[config.mk]
export PLATFORM = sky130hd
export DESIGN_NAME = eth_gmii_tx_flat
export DESIGN_NICKNAME = d
export VERILOG_FILES = /design/src/rtl/eth_gmii_tx_if.sv /design/src/rtl/eth_gmii_tx.sv /design/src/flat_wrapper.sv
export SDC_FILE = /design/constraint.sdc
export NUM_CORES = 1
export LEC_CHECK = 0
export ABC_AREA = 0
export CORE_MARGIN = 3
export CORE_UTILIZATION = 52
export DETAILED_ROUTE_END_ITERATION = 10
export GPL_ROUTABILITY_DRIVEN = 0
export PLACE_DENSITY = 0.7
export SLEW_MARGIN = 20
export SYNTH_ARGS = -nofsm -noshare
export SYNTH_HDL_FRONTEND = slang
export SYNTH_SLANG_ARGS = --single-unit
[constraint.sdc]
create_clock -name Clk -period 2.89 [get_ports Clk]
set_input_delay 0.578 -clock Clk [delete_from_list [all_inputs] [get_ports Clk]]
set_output_delay 0.578 -clock Clk [all_outputs]
set_load 0.005 [all_outputs]
[src/rtl/eth_gmii_tx_if.sv]
// rtl/eth_gmii_tx_if.sv - Avalon-ST byte stream feeding the GMII transmitter
// The source drives the byte and framing flags; the transmitter returns ready.
interface eth_gmii_tx_if;
   logic       S_avalonST_valid;
   logic [7:0] S_avalonST_data;
   logic       S_avalonST_sop;
   logic       S_avalonST_eop;
   logic       S_avalonST_error;
   logic       S_avalonST_ready;

   modport master (
      output S_avalonST_valid,
      output S_avalonST_data,
      output S_avalonST_sop,
      output S_avalonST_eop,
      output S_avalonST_error,
      input  S_avalonST_ready
   );

   modport slave (
      input  S_avalonST_valid,
      input  S_avalonST_data,
      input  S_avalonST_sop,
      input  S_avalonST_eop,
      input  S_avalonST_error,
      output S_avalonST_ready
   );
endinterface

[src/rtl/eth_gmii_tx.sv]
// rtl/eth_gmii_tx.sv - GMII transmit MAC: preamble/SFD, padding, CRC-32 FCS, inter-frame gap
// All GMII pins are registered; the next-state logic computes the byte for the following cycle.
module eth_gmii_tx #(
   parameter int PREAMBLE_LEN = 7,
   parameter int MIN_FRAME    = 60,
   parameter int MAX_FRAME    = 1514,
   parameter int IFG_LEN      = 12
) (
   input  logic         Clk,
   input  logic         Rst_n,
   eth_gmii_tx_if.slave s_if,
   output logic [7:0]   Enet_Tx_Data,
   output logic         Enet_Tx_Dv,
   output logic         Enet_Tx_Er,
   output logic         Tx_Done,
   output logic         Tx_Abort
);

   localparam logic [2:0] ST_IDLE  = 3'd0;
   localparam logic [2:0] ST_PRE   = 3'd1;
   localparam logic [2:0] ST_SFD   = 3'd2;
   localparam logic [2:0] ST_DATA  = 3'd3;
   localparam logic [2:0] ST_PAD   = 3'd4;
   localparam logic [2:0] ST_FCS   = 3'd5;
   localparam logic [2:0] ST_DRAIN = 3'd6;
   localparam logic [2:0] ST_IFG   = 3'd7;

   localparam logic [2:0]  PRE_LAST = 3'(PREAMBLE_LEN - 1);
   localparam logic [10:0] MIN_L    = 11'(MIN_FRAME);
   localparam logic [10:0] MAX_L    = 11'(MAX_FRAME);
   // The IDLE cycle that accepts the next sop supplies the last idle of the gap.
   localparam logic [3:0]  GAP_EXIT = 4'(IFG_LEN - 2);

   function automatic logic [31:0] crc_byte(input logic [31:0] c, input logic [7:0] d);
      logic [31:0] r;
      r = c;
      for (int i = 0; i < 8; i++) begin
         r = (r[0] ^ d[i]) ? ((r >> 1) ^ 32'hEDB88320) : (r >> 1);
      end
      return r;
   endfunction

   logic [2:0]  state_q, state_d;
   logic [7:0]  h_data_q, h_data_d;
   logic        h_eop_q, h_eop_d;
   logic        h_err_q, h_err_d;
   logic [10:0] cnt_q, cnt_d;
   logic [2:0]  idx_q, idx_d;
   logic [3:0]  gap_q, gap_d;
   logic [31:0] crc_q, crc_d;
   logic [7:0]  txd_q, txd_d;
   logic        dv_q, dv_d;
   logic        er_q, er_d;
   logic        done_q, done_d;
   logic        abort_q, abort_d;

   logic        ready;
   logic        acc;
   logic [10:0] cnt_inc;
   logic [31:0] crc_inv;

   always_comb begin
      ready = (state_q == ST_IDLE) || (state_q == ST_DRAIN) ||
              ((state_q == ST_DATA) && !h_eop_q);
   end

   assign s_if.S_avalonST_ready = ready;
   assign acc     = s_if.S_avalonST_valid && ready;
   assign cnt_inc = (cnt_q == 11'h7FF) ? cnt_q : cnt_q + 11'd1;
   assign crc_inv = ~crc_q;

   always_comb begin
      state_d  = state_q;
      h_data_d = h_data_q;
      h_eop_d  = h_eop_q;
      h_err_d  = h_err_q;
      cnt_d    = cnt_q;
      idx_d    = idx_q;
      crc_d    = crc_q;
      txd_d    = 8'h00;
      dv_d     = 1'b0;
      er_d     = 1'b0;
      done_d   = 1'b0;
      abort_d  = 1'b0;

      case (state_q)
         ST_IDLE: begin
            if (acc && s_if.S_avalonST_sop) begin
               h_data_d = s_if.S_avalonST_data;
               h_eop_d  = s_if.S_avalonST_eop;
               h_err_d  = s_if.S_avalonST_error;
               cnt_d    = 11'd0;
               idx_d    = 3'd0;
               crc_d    = 32'hFFFFFFFF;
               state_d  = ST_PRE;
            end
         end
         ST_PRE: begin
            txd_d = 8'h55;
            dv_d  = 1'b1;
            if (idx_q == PRE_LAST) begin
               idx_d   = 3'd0;
               state_d = ST_SFD;
            end else begin
               idx_d = idx_q + 3'd1;
            end
         end
         ST_SFD: begin
            txd_d   = 8'hD5;
            dv_d    = 1'b1;
            state_d = ST_DATA;
         end
         ST_DATA: begin
            txd_d = h_data_q;
            dv_d  = 1'b1;
            er_d  = h_err_q;
            crc_d = crc_byte(crc_q, h_data_q);
            cnt_d = cnt_inc;
            if (acc) begin
               h_data_d = s_if.S_avalonST_data;
               h_eop_d  = s_if.S_avalonST_eop;
               h_err_d  = s_if.S_avalonST_error;
            end
            // Oversize, underrun and a stray sop all poison the byte on the wire and abort.
            if ((cnt_inc > MAX_L) ||
                (!h_eop_q && (!s_if.S_avalonST_valid || s_if.S_avalonST_sop))) begin
               er_d    = 1'b1;
               abort_d = 1'b1;
               state_d = (h_eop_q || (acc && s_if.S_avalonST_eop)) ? ST_IFG : ST_DRAIN;
            end else if (h_eop_q) begin
               idx_d   = 3'd0;
               state_d = (cnt_inc < MIN_L) ? ST_PAD : ST_FCS;
            end
         end
         ST_PAD: begin
            dv_d  = 1'b1;
            crc_d = crc_byte(crc_q, 8'h00);
            cnt_d = cnt_inc;
            if (cnt_inc >= MIN_L) begin
               idx_d   = 3'd0;
               state_d = ST_FCS;
            end
         end
         ST_FCS: begin
            txd_d = crc_inv[{idx_q[1:0], 3'b000} +: 8];
            dv_d  = 1'b1;
            if (idx_q[1:0] == 2'd3) begin
               done_d  = 1'b1;
               state_d = ST_IFG;
            end else begin
               idx_d = idx_q + 3'd1;
            end
         end
         ST_DRAIN: begin
            if (acc && s_if.S_avalonST_eop) begin
               state_d = ST_IFG;
            end
         end
         ST_IFG: begin
            if (gap_q >= GAP_EXIT) begin
               state_d = ST_IDLE;
            end
         end
         default: state_d = ST_IDLE;
      endcase

      // Idle cycles on the wire since the last Dv=1 byte.
      if (dv_d) begin
         gap_d = 4'd0;
      end else begin
         gap_d = (gap_q == 4'hF) ? gap_q : gap_q + 4'd1;
      end
   end

   always_ff @(posedge Clk or negedge Rst_n) begin
      if (!Rst_n) begin
         state_q  <= ST_IDLE;
         h_data_q <= 8'h00;
         h_eop_q  <= 1'b0;
         h_err_q  <= 1'b0;
         cnt_q    <= 11'd0;
         idx_q    <= 3'd0;
         gap_q    <= 4'd0;
         crc_q    <= 32'hFFFFFFFF;
         txd_q    <= 8'h00;
         dv_q     <= 1'b0;
         er_q     <= 1'b0;
         done_q   <= 1'b0;
         abort_q  <= 1'b0;
      end else begin
         state_q  <= state_d;
         h_data_q <= h_data_d;
         h_eop_q  <= h_eop_d;
         h_err_q  <= h_err_d;
         cnt_q    <= cnt_d;
         idx_q    <= idx_d;
         gap_q    <= gap_d;
         crc_q    <= crc_d;
         txd_q    <= txd_d;
         dv_q     <= dv_d;
         er_q     <= er_d;
         done_q   <= done_d;
         abort_q  <= abort_d;
      end
   end

   assign Enet_Tx_Data = txd_q;
   assign Enet_Tx_Dv   = dv_q;
   assign Enet_Tx_Er   = er_q;
   assign Tx_Done      = done_q;
   assign Tx_Abort     = abort_q;

endmodule

[src/flat_wrapper.sv]
// flat-port wrapper written by rule: the top's interface ports become plain ports
module eth_gmii_tx_flat 
#(
   parameter int PREAMBLE_LEN = 7,
   parameter int MIN_FRAME    = 60,
   parameter int MAX_FRAME    = 1514,
   parameter int IFG_LEN      = 12
)
  (Clk, Rst_n, Enet_Tx_Data, Enet_Tx_Dv, Enet_Tx_Er, Tx_Done, Tx_Abort, s_if_S_avalonST_valid, s_if_S_avalonST_data, s_if_S_avalonST_sop, s_if_S_avalonST_eop, s_if_S_avalonST_error, s_if_S_avalonST_ready);
  eth_gmii_tx_if s_if_i ();
  input  logic Clk;
  input  logic Rst_n;
  output logic [7:0] Enet_Tx_Data;
  output logic Enet_Tx_Dv;
  output logic Enet_Tx_Er;
  output logic Tx_Done;
  output logic Tx_Abort;
  input wire logic [$bits(s_if_i.S_avalonST_valid)-1:0] s_if_S_avalonST_valid;
  input wire logic [$bits(s_if_i.S_avalonST_data)-1:0] s_if_S_avalonST_data;
  input wire logic [$bits(s_if_i.S_avalonST_sop)-1:0] s_if_S_avalonST_sop;
  input wire logic [$bits(s_if_i.S_avalonST_eop)-1:0] s_if_S_avalonST_eop;
  input wire logic [$bits(s_if_i.S_avalonST_error)-1:0] s_if_S_avalonST_error;
  output wire logic [$bits(s_if_i.S_avalonST_ready)-1:0] s_if_S_avalonST_ready;
  assign s_if_i.S_avalonST_valid = s_if_S_avalonST_valid;
  assign s_if_i.S_avalonST_data = s_if_S_avalonST_data;
  assign s_if_i.S_avalonST_sop = s_if_S_avalonST_sop;
  assign s_if_i.S_avalonST_eop = s_if_S_avalonST_eop;
  assign s_if_i.S_avalonST_error = s_if_S_avalonST_error;
  assign s_if_S_avalonST_ready = s_if_i.S_avalonST_ready;
  eth_gmii_tx #(.PREAMBLE_LEN(PREAMBLE_LEN), .MIN_FRAME(MIN_FRAME), .MAX_FRAME(MAX_FRAME), .IFG_LEN(IFG_LEN)) u_core (.Clk(Clk), .Rst_n(Rst_n), .s_if(s_if_i), .Enet_Tx_Data(Enet_Tx_Data), .Enet_Tx_Dv(Enet_Tx_Dv), .Enet_Tx_Er(Enet_Tx_Er), .Tx_Done(Tx_Done), .Tx_Abort(Tx_Abort));
endmodule
==> changes_impl.md <==
## Implementation

* Top FF cell, synth: dfrtp_1
* Slew headroom at 35.5%
* Row Count at 37
* Dpl cells at 720
* Clock buffer count from CTS at 9
* Max Cap Viol at 0
* Most frequent logic cell in the layout: xnor2_1
* Finished Cell Area at 0.00622 mm²
* Latency at later pin at 0.36 ns
* Simple-Gate Area Share at 12.8%
* Width of the chip at 110 µm
* Crit Reg-Reg Endpoint: u_core.idx_q[0]
* Antenna Diode Count at 0
* CTS clock-pin slew for the worst setup and hold paths at 0.10 ns
* Flop share of the area at 30.8%
* Final min period at 2.77 ns
* Tightest Pin Transition at 0.967 ns
* Avg Inst Size Synth at 9.64 µm²
* Critical path cell sequence: ha_2, and4_4, nand4_4, a2111oi_4, o2111ai_2, a21oi_2, or2_1, mux2_1
* Logic area at 0.00340 mm²
* Largest regs: u_core.crc_q x32, u_core.cnt_q x11
* # Cells Yosys at 579
* First-pass detailed-route iteration total at 5
* Final setup violation count at 0
* Async SR Flop Fraction at 100%
* MI comb cells at 455
* Comb area leader: XOR/XNOR gates
* Final-layout clock-cell area share at 4.26%
* Vias in the first global route at 4619
* Worst setup SP type: register
* Log Warnings at 28
* Compound-cell area share of the yosys netlist at 19.1%
* # Taps at 136
* Worst Setup End Kind: register
* Cell Area, Placed at 0.00594 mm²
* HPWL after DPL at 10300 µm
* Xor+xnor area frac at 21.9%
* FP Core Util at 53.8%
* Gr ovfl total at 0
* Crit path arrival time at 3.02 ns
* Port bufs at 26
* Synth-to-layout area growth at 11.5%
* TritonCTS clock tree: built
* DRT iter0 DRCs at 342
* Synthesis warning total at 0
* Clock buffers at 10
* CTS Hold Bufs at 0
* Root Buffer: clkbuf_8
* Worst path required time at 3.14 ns
* Non-Clock Buffer Area Fraction at 7.08%
* Distinct cell type count after synthesis at 80
* Global-route wire length before repair at 24000 µm
* Max reg flops at 32
* Reg2Reg Depth at 8
* Max incr delay on CP at 0.49 ns
* Inverters at 9
* Share of cells above drive strength 1 at 19.3%
* Clk sinks at 75
* Slowest CP cell: dfrtp_1
* Seq_cells at 75
* Synth Register Bits at 75
* Fraction of area in multi-input gates at 54.6%
* Total Nets Final at 616
* EDFF count, synth at 0
* Synth Seq Share at 34.3%
* Outcome: finished clean
* RSZ-0062 raised after global routing: no
* FF/Latch Area at 0.00192 mm²
* Synth Instances at 579
* Critical path's top delay family: AND-OR/OR-AND gates
* Top Layout Cells: xnor2_1 (76), nor2_1 (63), a21oi_1 (60), nand2_1 (46), dfrtp_1 (43)
* Setup_tns at 0 ns
* CP Max Fanout at 9
* Setup Fix Bufs, Post-CTS at 0
* Fin crit share at 95.7%
* Drt drc at 0
* Final worst slack at 0.124 ns
* Chip area at 0.0120 mm²
* Worst reg2reg setup slack at 0.12 ns
* Most flops, register: u_core.crc_q
* Floorplan net count at 598
* Fill cell count at 870
* Initial antenna violation count at 0
* Final hold vios at 0
* Yosys stat area at 0.00558 mm²
* Clk_skew at 0.0197 ns
* DP Worst Slack at 0.0758 ns
* Area of the core at 0.0104 mm²
* WL per Instance at 20.0 µm
* Die Y at 110 µm
* Buf+Inv Stages, Crit Path at 0
* Nonclk buf count at 47
* Post-CTS resize count at 0
* I/O pins at 27
* Max-slew violations at 0
* Critical path class: register to register
* Tightest hold margin at 0.336 ns
* Clock buffer depth at 2
* H-tree depth at 3
* Largest net degree at the start of global routing at 76
* Largest cell class by area: multi-input combinational cells
* Adder Area Share at 1.12%
* Synth mux share at 5.69%
* Non-Filler Instances at 738
* Worst R2R Start: u_core.cnt_q[0]
* Worst Hold Class: primary input to async pin
* Synth Cell Area at 0.00558 mm²
* Fmax at 362 MHz
* Vias per cell at 6.27
* Post-route ant nets at 0
worst reg2reg max path: cells and delay by family, from the launching register on:
kind,cells,cell delay (ns)
AOI/OAI and AO/OA,3,0.90
and+or+nand+nor,3,0.62
DFF,1,0.49
adders and majority gates,1,0.33
muxes,1,0.33
worst max-delay path by stage:
| stage | to | slack [ns] | cells past startpoint | startpoint |
|---|---|---|---|---|
| finish | u_core.idx_q[0] | 0.12 | 8 | u_core.cnt_q[0] |
| CTS | u_core.idx_q[0] | 0.06 | 8 | u_core.cnt_q[0] |
| detailed placement | u_core.idx_q[0] | 0.08 | 8 | u_core.cnt_q[0] |
| floorplan | u_core.idx_q[0] | 0.41 | 9 | u_core.cnt_q[0] |
| global route | u_core.idx_q[0] | 0.005 | 8 | u_core.cnt_q[0] |
| global placement | u_core.idx_q[0] | 0.26 | 8 | u_core.cnt_q[0] |
synthesized netlist by cell type (all sizes together), types with 5 or more instances:
master | n | area (µm²)
xnor2 | 80 | 742
nor2 | 64 | 240
a21oi | 61 | 309
nand2 | 47 | 179
dfrtp | 43 | 1080
xor2 | 35 | 359
dfstp | 32 | 841
o21ai | 27 | 135
clkbuf | 21 | 129
buf | 19 | 119
mux2 | 11 | 124
inv | 9 | 33.8
nand3 | 9 | 45.0
mux4 | 8 | 184
a221o | 7 | 70.1
a31oi | 7 | 43.8
nor3 | 7 | 40.0
o221ai | 7 | 61.3
a21o | 5 | 37.5
ha | 5 | 62.6
nand4 | 5 | 46.3
o211a | 5 | 50.1
layer usage:
layer | vias up | wire length, µm | track usage, %
li1 | 2095 | - | -
met1 | 2264 | 6120 | 33.3
met2 | 216 | 7210 | 42.0
met3 | 50 | 948 | 5.58
met4 | 0 | 511 | 11.3
met5 | - | 0 | 0
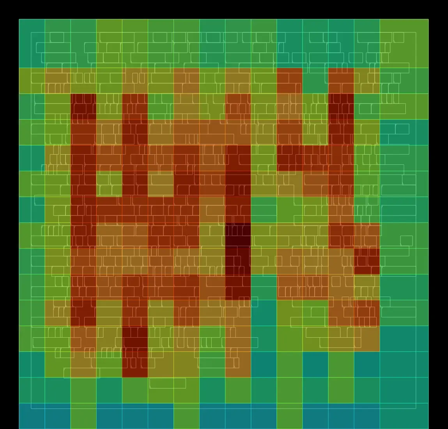
Fig. 1. Congestion heat map.
gr usage total: 25.9%
Util after Layout: 60.0%

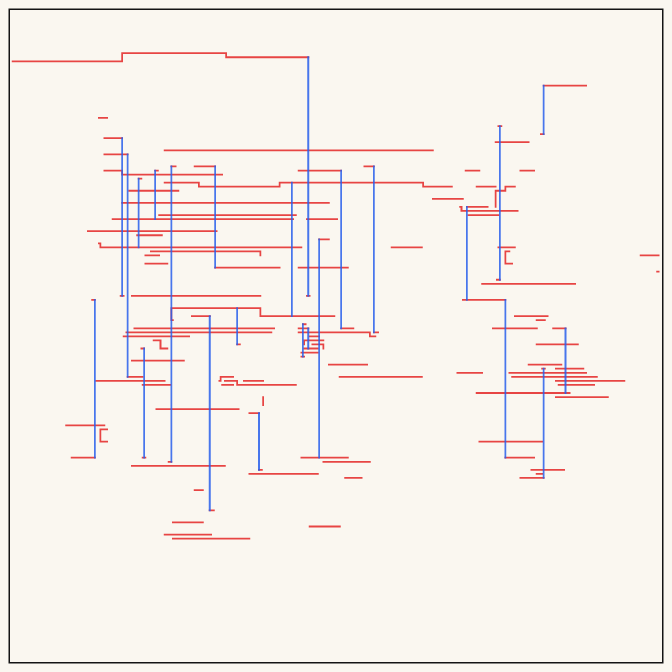
Fig. 2. Wiring by layer.
Two of the layers only.
- met4: blue (wire length 511 µm)
- met3: red (wire length 948 µm)

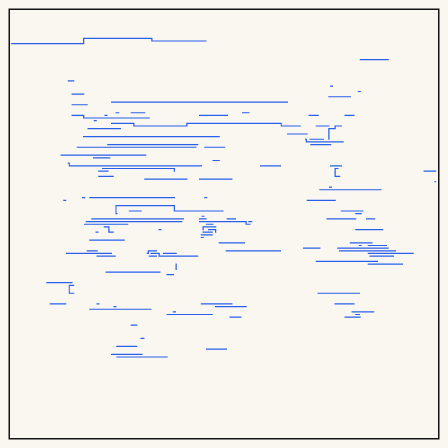
Fig. 3. M3 wires.
- nets with wire on the layer: 71
- main direction: horizontal
- share of all routed wire: 6.4%
- wire length on this layer: 948 µm
- longest straight run: 45.1 µm
via count: 4625
Routed WL: 14800 µm
met3 usage: 5.58%

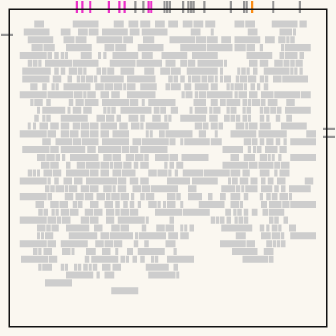
Fig. 4. Pin map.
Pins as bars across the die edge, other pins in gray.
- s_if_S_avalonST_valid: orange (pins 1; direction input; edge north)
- s_if_S_avalonST_data: magenta (pins 8; direction input; edge north)
- all pins by edge: 24 north, 2 east, 1 west

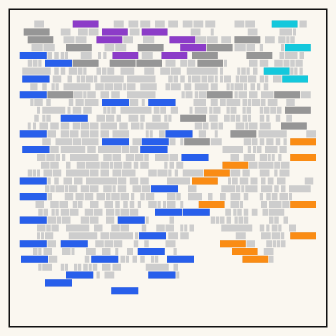
Fig. 5. Sequential cells colored by netlist name.
Other sequential cells in the stronger gray, the rest of the logic in the fainter gray.
- u_core.gap_q: cyan (sequential cells 4; where north-east)
- u_core.Enet_Tx_Data: purple (sequential cells 8; where north)
- u_core.crc_q: blue (sequential cells 32)
- u_core.cnt_q: orange (sequential cells 11)
- not colored: 20

